==> config.mk <==
export PLATFORM = sky130hd
export DESIGN_NAME = proc_control_unit_flat
export DESIGN_NICKNAME = d
export VERILOG_FILES = /design/src/rtl/proc_control_unit_pkg.sv /design/src/rtl/proc_control_unit_if.sv /design/src/rtl/proc_control_unit_ctrl_wait_counter.sv /design/src/rtl/proc_control_unit.sv /design/src/flat_wrapper.sv
export SDC_FILE = /design/constraint.sdc
export NUM_CORES = 1
export LEC_CHECK = 0
export CORE_UTILIZATION = 29
export DETAILED_ROUTE_END_ITERATION = 10
export PLACE_DENSITY = 0.78
export SETUP_SLACK_MARGIN = 0.3
export SYNTH_ARGS = -nofsm -noshare
export SYNTH_HDL_FRONTEND = slang
export SYNTH_SLANG_ARGS = --single-unit
==> constraint.sdc <==
create_clock -name Clk -period 1.8 [get_ports Clk]
set_input_delay 0.36 -clock Clk [delete_from_list [all_inputs] [get_ports Clk]]
set_output_delay 0.36 -clock Clk [all_outputs]
set_load 0.01 [all_outputs]
==> src/rtl/proc_control_unit_pkg.sv <==
// Shared types and constants for the processor control unit: state encoding,
// opcode values, ALU select codes and the opcode-to-execute-state decode.
package processor_pkg;

  typedef enum logic [3:0] {
    S_INIT   = 4'd0,
    S_FETCH  = 4'd1,
    S_DECODE = 4'd2,
    S_NOOP   = 4'd3,
    S_LOAD_A = 4'd4,
    S_LOAD_B = 4'd5,
    S_STORE  = 4'd6,
    S_ADD    = 4'd7,
    S_SUB    = 4'd8,
    S_HALT   = 4'd9
  } state_t;

  localparam logic [3:0] OP_NOOP  = 4'h0;
  localparam logic [3:0] OP_STORE = 4'h1;
  localparam logic [3:0] OP_LOAD  = 4'h2;
  localparam logic [3:0] OP_ADD   = 4'h3;
  localparam logic [3:0] OP_SUB   = 4'h4;
  localparam logic [3:0] OP_HALT  = 4'h5;

  localparam logic [2:0] ALU_PASS = 3'b000;
  localparam logic [2:0] ALU_ADD  = 3'b001;
  localparam logic [2:0] ALU_SUB  = 3'b010;

  // Map an opcode to the first execute state; unknown opcodes behave as NOOP.
  function automatic state_t decode_op(input logic [3:0] op);
    case (op)
      OP_NOOP:  decode_op = S_NOOP;
      OP_STORE: decode_op = S_STORE;
      OP_LOAD:  decode_op = S_LOAD_A;
      OP_ADD:   decode_op = S_ADD;
      OP_SUB:   decode_op = S_SUB;
      OP_HALT:  decode_op = S_HALT;
      default:  decode_op = S_NOOP;
    endcase
  endfunction

endpackage

==> src/rtl/proc_control_unit_if.sv <==
// Control-unit bus: instruction register in, datapath/memory controls and
// debug state out. master = control unit, slave = datapath side.
interface proc_control_unit_if;

  logic [15:0] IR;
  logic        PC_Clr;
  logic        PC_Up;
  logic        IR_Ld;
  logic [7:0]  D_Addr;
  logic        D_Wr;
  logic        RF_s;
  logic [3:0]  RF_W_Addr;
  logic        RF_W_en;
  logic [3:0]  RF_Ra_Addr;
  logic [3:0]  RF_Rb_Addr;
  logic [2:0]  ALU_s0;
  logic [3:0]  State;
  logic [3:0]  NextState;

  modport master (
    input  IR,
    output PC_Clr, PC_Up, IR_Ld, D_Addr, D_Wr, RF_s, RF_W_Addr, RF_W_en,
           RF_Ra_Addr, RF_Rb_Addr, ALU_s0, State, NextState
  );

  modport slave (
    output IR,
    input  PC_Clr, PC_Up, IR_Ld, D_Addr, D_Wr, RF_s, RF_W_Addr, RF_W_en,
           RF_Ra_Addr, RF_Rb_Addr, ALU_s0, State, NextState
  );

endinterface

==> src/rtl/proc_control_unit_ctrl_wait_counter.sv <==
// Wait-state down-counter: loaded with LAT-1 when a waiting state is entered,
// counts down to zero and holds there; zero_o marks the last cycle of a wait.
module ctrl_wait_counter #(
  parameter int CNT_W = 1
) (
  input  logic             Clk,
  input  logic             Reset,
  input  logic             load_i,
  input  logic [CNT_W-1:0] load_val_i,
  output logic             zero_o
);

  logic [CNT_W-1:0] cnt_q;
  logic [CNT_W-1:0] cnt_d;

  // Next count: load takes priority, otherwise decrement until zero.
  always_comb begin
    cnt_d = cnt_q;
    if (load_i) begin
      cnt_d = load_val_i;
    end else if (cnt_q != '0) begin
      cnt_d = cnt_q - CNT_W'(1);
    end
  end

  // Count register, cleared by reset.
  always_ff @(posedge Clk) begin
    if (Reset) begin
      cnt_q <= '0;
    end else begin
      cnt_q <= cnt_d;
    end
  end

  assign zero_o = (cnt_q == '0);

endmodule

==> src/rtl/proc_control_unit.sv <==
// Moore control FSM for the 16-bit processor: fetch/decode/execute sequencing
// with wait states for instruction and data memory latency.
module proc_control_unit
  import processor_pkg::*;
#(
  parameter int IMEM_LAT = 1,
  parameter int DMEM_LAT = 1
) (
  input  logic                Clk,
  input  logic                Reset,
  proc_control_unit_if.master bus
);

  localparam int MAX_LAT = (IMEM_LAT > DMEM_LAT) ? IMEM_LAT : DMEM_LAT;
  localparam int CNT_W   = $clog2(MAX_LAT) + 1;
  localparam logic [CNT_W-1:0] IMEM_LD = CNT_W'(IMEM_LAT - 1);
  localparam logic [CNT_W-1:0] DMEM_LD = CNT_W'(DMEM_LAT - 1);

  state_t           state_q;
  state_t           state_d;
  state_t           next_state;
  logic             cnt_load;
  logic [CNT_W-1:0] cnt_val;
  logic             cnt_zero;

  ctrl_wait_counter #(
    .CNT_W (CNT_W)
  ) u_wait (
    .Clk        (Clk),
    .Reset      (Reset),
    .load_i     (cnt_load),
    .load_val_i (cnt_val),
    .zero_o     (cnt_zero)
  );

  // State register; reset forces INIT from any state.
  always_ff @(posedge Clk) begin
    if (Reset) begin
      state_q <= S_INIT;
    end else begin
      state_q <= state_d;
    end
  end

  // Next-state selection; IR is only consulted in DECODE.
  always_comb begin
    state_d = state_q;
    case (state_q)
      S_INIT:   state_d = S_FETCH;
      S_FETCH:  if (cnt_zero) state_d = S_DECODE;
      S_DECODE: state_d = decode_op(bus.IR[15:12]);
      S_NOOP:   state_d = S_FETCH;
      S_LOAD_A: if (cnt_zero) state_d = S_LOAD_B;
      S_LOAD_B: state_d = S_FETCH;
      S_STORE:  state_d = S_FETCH;
      S_ADD:    state_d = S_FETCH;
      S_SUB:    state_d = S_FETCH;
      S_HALT:   state_d = S_HALT;
      default:  state_d = S_INIT;
    endcase
  end

  // Reset-aware next state, plus counter load on entry to a waiting state.
  always_comb begin
    next_state = Reset ? S_INIT : state_d;
    cnt_load   = 1'b0;
    cnt_val    = '0;
    if (next_state != state_q) begin
      if (next_state == S_FETCH) begin
        cnt_load = 1'b1;
        cnt_val  = IMEM_LD;
      end else if (next_state == S_LOAD_A) begin
        cnt_load = 1'b1;
        cnt_val  = DMEM_LD;
      end
    end
  end

  // Moore output decode from the current state, IR fields and wait count.
  always_comb begin
    bus.PC_Clr     = 1'b0;
    bus.PC_Up      = 1'b0;
    bus.IR_Ld      = 1'b0;
    bus.D_Addr     = 8'h00;
    bus.D_Wr       = 1'b0;
    bus.RF_s       = 1'b0;
    bus.RF_W_Addr  = 4'h0;
    bus.RF_W_en    = 1'b0;
    bus.RF_Ra_Addr = 4'h0;
    bus.RF_Rb_Addr = 4'h0;
    bus.ALU_s0     = ALU_PASS;
    case (state_q)
      S_INIT: bus.PC_Clr = 1'b1;
      S_FETCH: begin
        if (cnt_zero) begin
          bus.IR_Ld = 1'b1;
          bus.PC_Up = 1'b1;
        end
      end
      S_LOAD_A: bus.D_Addr = bus.IR[11:4];
      S_LOAD_B: begin
        bus.D_Addr    = bus.IR[11:4];
        bus.RF_s      = 1'b1;
        bus.RF_W_Addr = bus.IR[3:0];
        bus.RF_W_en   = 1'b1;
      end
      S_STORE: begin
        bus.D_Addr     = bus.IR[7:0];
        bus.RF_Ra_Addr = bus.IR[11:8];
        bus.D_Wr       = 1'b1;
      end
      S_ADD, S_SUB: begin
        bus.RF_Ra_Addr = bus.IR[11:8];
        bus.RF_Rb_Addr = bus.IR[7:4];
        bus.RF_W_Addr  = bus.IR[3:0];
        bus.RF_W_en    = 1'b1;
        bus.ALU_s0     = (state_q == S_ADD) ? ALU_ADD : ALU_SUB;
      end
      default: ;
    endcase
  end

  assign bus.State     = state_q;
  assign bus.NextState = next_state;

endmodule

==> src/flat_wrapper.sv <==
// flat-port wrapper written by rule: the top's interface ports become plain ports
module proc_control_unit_flat import processor_pkg::*;
#(
  parameter int IMEM_LAT = 1,
  parameter int DMEM_LAT = 1
)
  (Clk, Reset, bus_IR, bus_PC_Clr, bus_PC_Up, bus_IR_Ld, bus_D_Addr, bus_D_Wr, bus_RF_s, bus_RF_W_Addr, bus_RF_W_en, bus_RF_Ra_Addr, bus_RF_Rb_Addr, bus_ALU_s0, bus_State, bus_NextState);
  proc_control_unit_if bus_i ();
  input  logic Clk;
  input  logic Reset;
  input wire logic [$bits(bus_i.IR)-1:0] bus_IR;
  output wire logic [$bits(bus_i.PC_Clr)-1:0] bus_PC_Clr;
  output wire logic [$bits(bus_i.PC_Up)-1:0] bus_PC_Up;
  output wire logic [$bits(bus_i.IR_Ld)-1:0] bus_IR_Ld;
  output wire logic [$bits(bus_i.D_Addr)-1:0] bus_D_Addr;
  output wire logic [$bits(bus_i.D_Wr)-1:0] bus_D_Wr;
  output wire logic [$bits(bus_i.RF_s)-1:0] bus_RF_s;
  output wire logic [$bits(bus_i.RF_W_Addr)-1:0] bus_RF_W_Addr;
  output wire logic [$bits(bus_i.RF_W_en)-1:0] bus_RF_W_en;
  output wire logic [$bits(bus_i.RF_Ra_Addr)-1:0] bus_RF_Ra_Addr;
  output wire logic [$bits(bus_i.RF_Rb_Addr)-1:0] bus_RF_Rb_Addr;
  output wire logic [$bits(bus_i.ALU_s0)-1:0] bus_ALU_s0;
  output wire logic [$bits(bus_i.State)-1:0] bus_State;
  output wire logic [$bits(bus_i.NextState)-1:0] bus_NextState;
  assign bus_i.IR = bus_IR;
  assign bus_PC_Clr = bus_i.PC_Clr;
  assign bus_PC_Up = bus_i.PC_Up;
  assign bus_IR_Ld = bus_i.IR_Ld;
  assign bus_D_Addr = bus_i.D_Addr;
  assign bus_D_Wr = bus_i.D_Wr;
  assign bus_RF_s = bus_i.RF_s;
  assign bus_RF_W_Addr = bus_i.RF_W_Addr;
  assign bus_RF_W_en = bus_i.RF_W_en;
  assign bus_RF_Ra_Addr = bus_i.RF_Ra_Addr;
  assign bus_RF_Rb_Addr = bus_i.RF_Rb_Addr;
  assign bus_ALU_s0 = bus_i.ALU_s0;
  assign bus_State = bus_i.State;
  assign bus_NextState = bus_i.NextState;
  proc_control_unit #(.IMEM_LAT(IMEM_LAT), .DMEM_LAT(DMEM_LAT)) u_core (.Clk(Clk), .Reset(Reset), .bus(bus_i));
endmodule
Figure 1. Metal 1.
Drawn at 10 px/µm. Supply wires on this layer in gray.
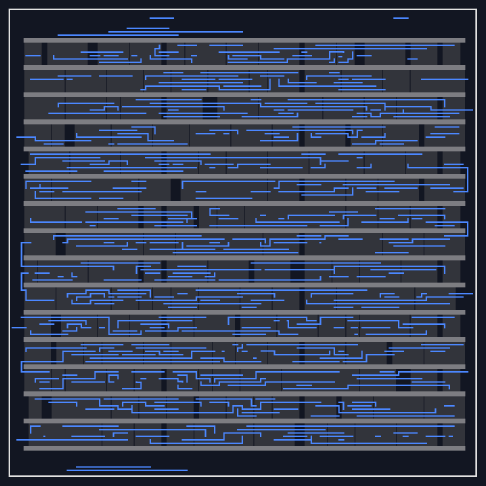
share of all routed wire: 34%
main direction: horizontal

Figure 2. Signal wires on met2.
Drawn at 10 px/µm.
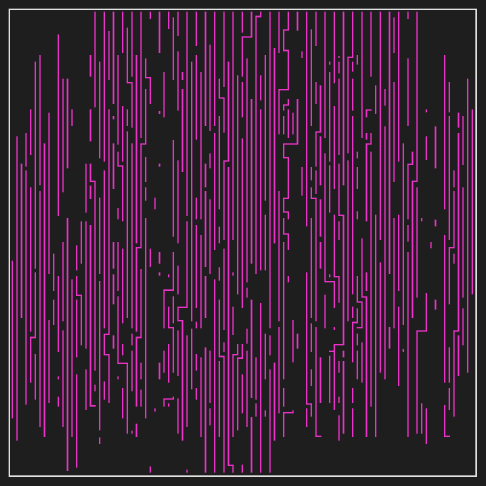
longest straight run: 31.5 µm
share of all routed wire: 47%
main direction: vertical
wire length on this layer: 2530 µm
nets with wire on the layer: 183

Figure 3. The metal 3 layer.
Drawn at 12 px/µm.
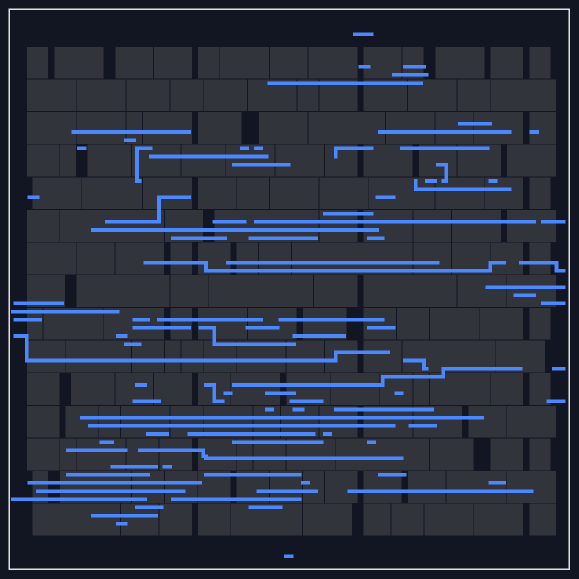
share of all routed wire: 11%
longest straight run: 33.4 µm

Figure 4. Metal 4.
Drawn at 8 px/µm. Supply wires on this layer in gray.
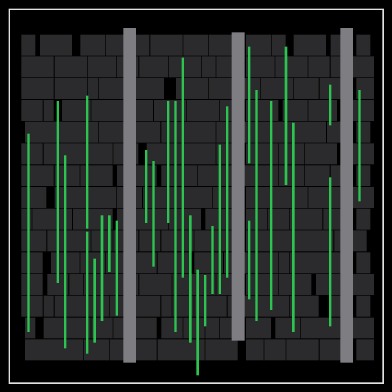
wire length on this layer: 476 µm
main direction: vertical
share of all routed wire: 8.8%
nets with wire on the layer: 28
vias post-DR: 1204
Total Wirelength: 5391 µm

==> results.txt <==
The following summarizes the physical implementation.

Synth
The main area contributors are dfxtp_1 (17%), and2_1 (15%), a22o_1 (12%). Sorting the synthesized cells by how often they occur yields and2_1 (14), a22o_1 (8), dfxtp_1 (5), nand2b_1 (5). In the post-synthesis netlist, the cell with the most instances is and2_1. The post-synthesis instance area is 575.6 µm². In this run, synthesis inferred 0 flip-flops with an integrated enable.

The average size of a mapped cell is a little over 8 µm². Per the synth log, the flip-flop and latch total comes to 5. The synthesis report gives the async set-or-reset register share as 0. After synthesis, the netlist uses 32 different library cells. In the synthesis report, Yosys lists the chip area as ~580 µm². Of the post-synthesis cell area, the dominant cell type holds 0.1739. The yosys warning tally is 0. Sorting the Yosys area breakdown by cell type puts at the top dfxtp_1. The synthesized netlist handed to floorplanning was reported with a cell count of 71.

Clocking
In this run, post-CTS hold repair placed 0 buffers. The source-to-sink clock delay at the later pin of the worst-skew pair is roughly 0.29 ns. CTS reports a maximum clock tree buffer depth of 2. The total setup buffers inserted after CTS is 27.

The tree is rooted in a clkbuf_4. The depth of the CTS H-tree is 1. The count of instances resized after the clock tree is built is between 200 and 250. The number of buffers inserted during clock tree synthesis is 3.

Routing
After the first detailed-routing iteration, the DRC count stood at between 90 and 100. The mean routed wirelength per cell is 26.96 µm. The final antenna-violating net count is 0. Dividing the detail-routed via count by the number of cells gives 6.020. The number of detailed-route iterations in the first pass is 4.

The post-route DRC violation count is 0.

STA
The clock tree skew after final layout is roughly 0.010 ns. The last timing report of the flow puts the setup violation total at 30. The slack of the critical path is -0.4795 ns. The most critical hold endpoint after final layout shows a slack of 0.5704 ns. The hold violation count in the final report is 0. After routing, the total negative slack on setup checks comes to -8.954 ns. The final timing report lists a max-slew violation count of 0.

The minimum clock period is around 2.3 ns.

Worst setup path
The startpoint of the most critical setup path is u_core.bus.State[2]$_DFF_P_. The element type at the critical path start is a flip-flop. Per the post-run analysis, buffers plus inverters along the critical path come to 5. The kind of cell adding the most delay to the critical path is buffers and inverters. The cell depth of the worst setup path is 8. The register-to-register setup slack is approximately 0.25 ns. The critical path endpoint has a required time of about 1.4 ns. The critical-path cell with the highest stage delay is nor4b_4. The largest single stage delay on the critical path is between 0.3 and 0.4 ns. STA puts the critical path data arrival time at between 1.5 and 2 ns. The most numerous cell on the critical path is buf_6.

The biggest fanout along the worst timing path is 4. For reference, the critical path cell chain is buf_8 > nor4b_4 > buf_4 > a21o_1 > buf_6 > buf_6 > and2_4 > buf_6.

Placement
The number of placed instances, taps included, is roughly 160. Per the gpl log, the routability congestion estimate is 0.7864. The count of buffers added on input and output ports is between 50 and 60.

Once placement finished, the instance area stood at between 0.001 and 0.0015 mm². After legalization and detailed placement, the total HPWL measured around 1900 µm. At the placement stage, the worst setup path has a slack of -0.8571 ns.

Power and ir drop
The script extracted a net switching power of about 0.23 mW. VDD sags by at most around 0.46 mV. The portion of total power attributed to the clock network is 0.282. The internal power is approximately 0.37 mW. The power density over cell area is around 340 mW/mm².

The part of the power in combinational logic is 0.497. The script computed the net switching share of total power as 0.3809. The post-route total power is around 0.6 mW.

For this design the static power due to leakage is around 0.85 nW.

Layout
The area growth from synthesis to final layout is 202.4%. The finished layout holds ~200 standard cells, fillers aside. The antenna diode instance count is 0.

The final report gives the core utilization as 0.9660. Per the final layout report, the fraction of cells sized above drive strength 1 comes to 0.7371. The final net count is 194.

Floorplanning
The count of pins on the block boundary is ~55. The report lists the number of standard-cell rows as 15. Measured along the y axis, the die boundary spans 46.55 µm. The area of the die is 0.002167 mm².

Hold path
The class of the tightest hold or removal check is in -> reg. Along the worst hold path, the cell count comes to 2. The capture endpoint of the worst hold path is u_core.bus.State[3]$_DFF_P_. The startpoint identified for the worst hold timing path is Reset.

GRT
The final global-route overflow total is 0. The first global-routing pass estimated ~5600 µm of wire. The maximum number of pins on one net before global-route repair is 8. The number of global-route vias before repair came to around 1.1k.

The number of antenna violations at the first check in global routing is 0. Across every metal layer, demand over resource in global routing totals 0.3789.

Status
The run finished, with violations left. The final reports fail on setup timing.

Flow run
The tool warning count for the run is 30.
[cell type report]
class / count / area, µm²
Clock buffer: 4 / 26.28
Inverter: 2 / 7.507
Tap cell: 25 / 31.28
Multi-Input combinational cell: 58 / 591.8
Timing Repair Buffer: 106 / 973.4
Sequential cell: 5 / 110.1
Fill cell: 38 / 61.31
[kinds of logic after synthesis]
logic type,share of synthesized area
simple gates,0.4174
compound gates,0.3109
buf+inv,0.09129
flops,0.1739
other cells,0.006515
[state kept, by name, summed over array words and instances (netlist names)]
name                 count
u_core.u_wait.cnt_q      1
u_core.bus.State         4
[power groups by stage]
stage,Clock (mW),Combinational (mW),Sequential (mW)
2_1_floorplan,0,0.0763,0.128
3_3_place_gp,0,0.188,0.130
3_5_place_dp,0,0.193,0.130
4_1_cts,0.146,0.251,0.129
5_1_grt,0.171,0.299,0.131
6_report,0.167,0.295,0.131
[cell usage in the layout, fill, tap and decap left out, types with 2 or more instances in the layout]
master / Yosys / routed
nor2_1: 3 / 2
nand2b_4: 1 / 3
buf_4: 2 / 29
buf_2: 3 / 13
nor2b_4: 0 / 2
clkdlybuf4s15_2: 0 / 2
clkdlybuf4s50_1: 0 / 12
dfxtp_4: 0 / 2
dfxtp_2: 0 / 2
inv_1: 2 / 2
clkbuf_4: 0 / 3
a21o_1: 2 / 2
nand2b_1: 5 / 3
buf_6: 1 / 43
and2_4: 0 / 13
nor4_4: 0 / 2
a22o_1: 8 / 8
dlygate4sd2_1: 0 / 5
conb_1: 1 / 2
[layer usage]
| metal | vias to the layer above | part of all wire | global-route usage |
|---|---|---|---|
| met3 | 63 | 0.11 | 0.1216 |
| li1 | 468 | - | - |
| met2 | 127 | 0.47 | 0.6056 |
| met1 | 546 | 0.34 | 0.4571 |
| met5 | - | 0 | 0 |
| met4 | 0 | 0.088 | 0.1647 |
Power is estimated from default activity; no workload was simulated.
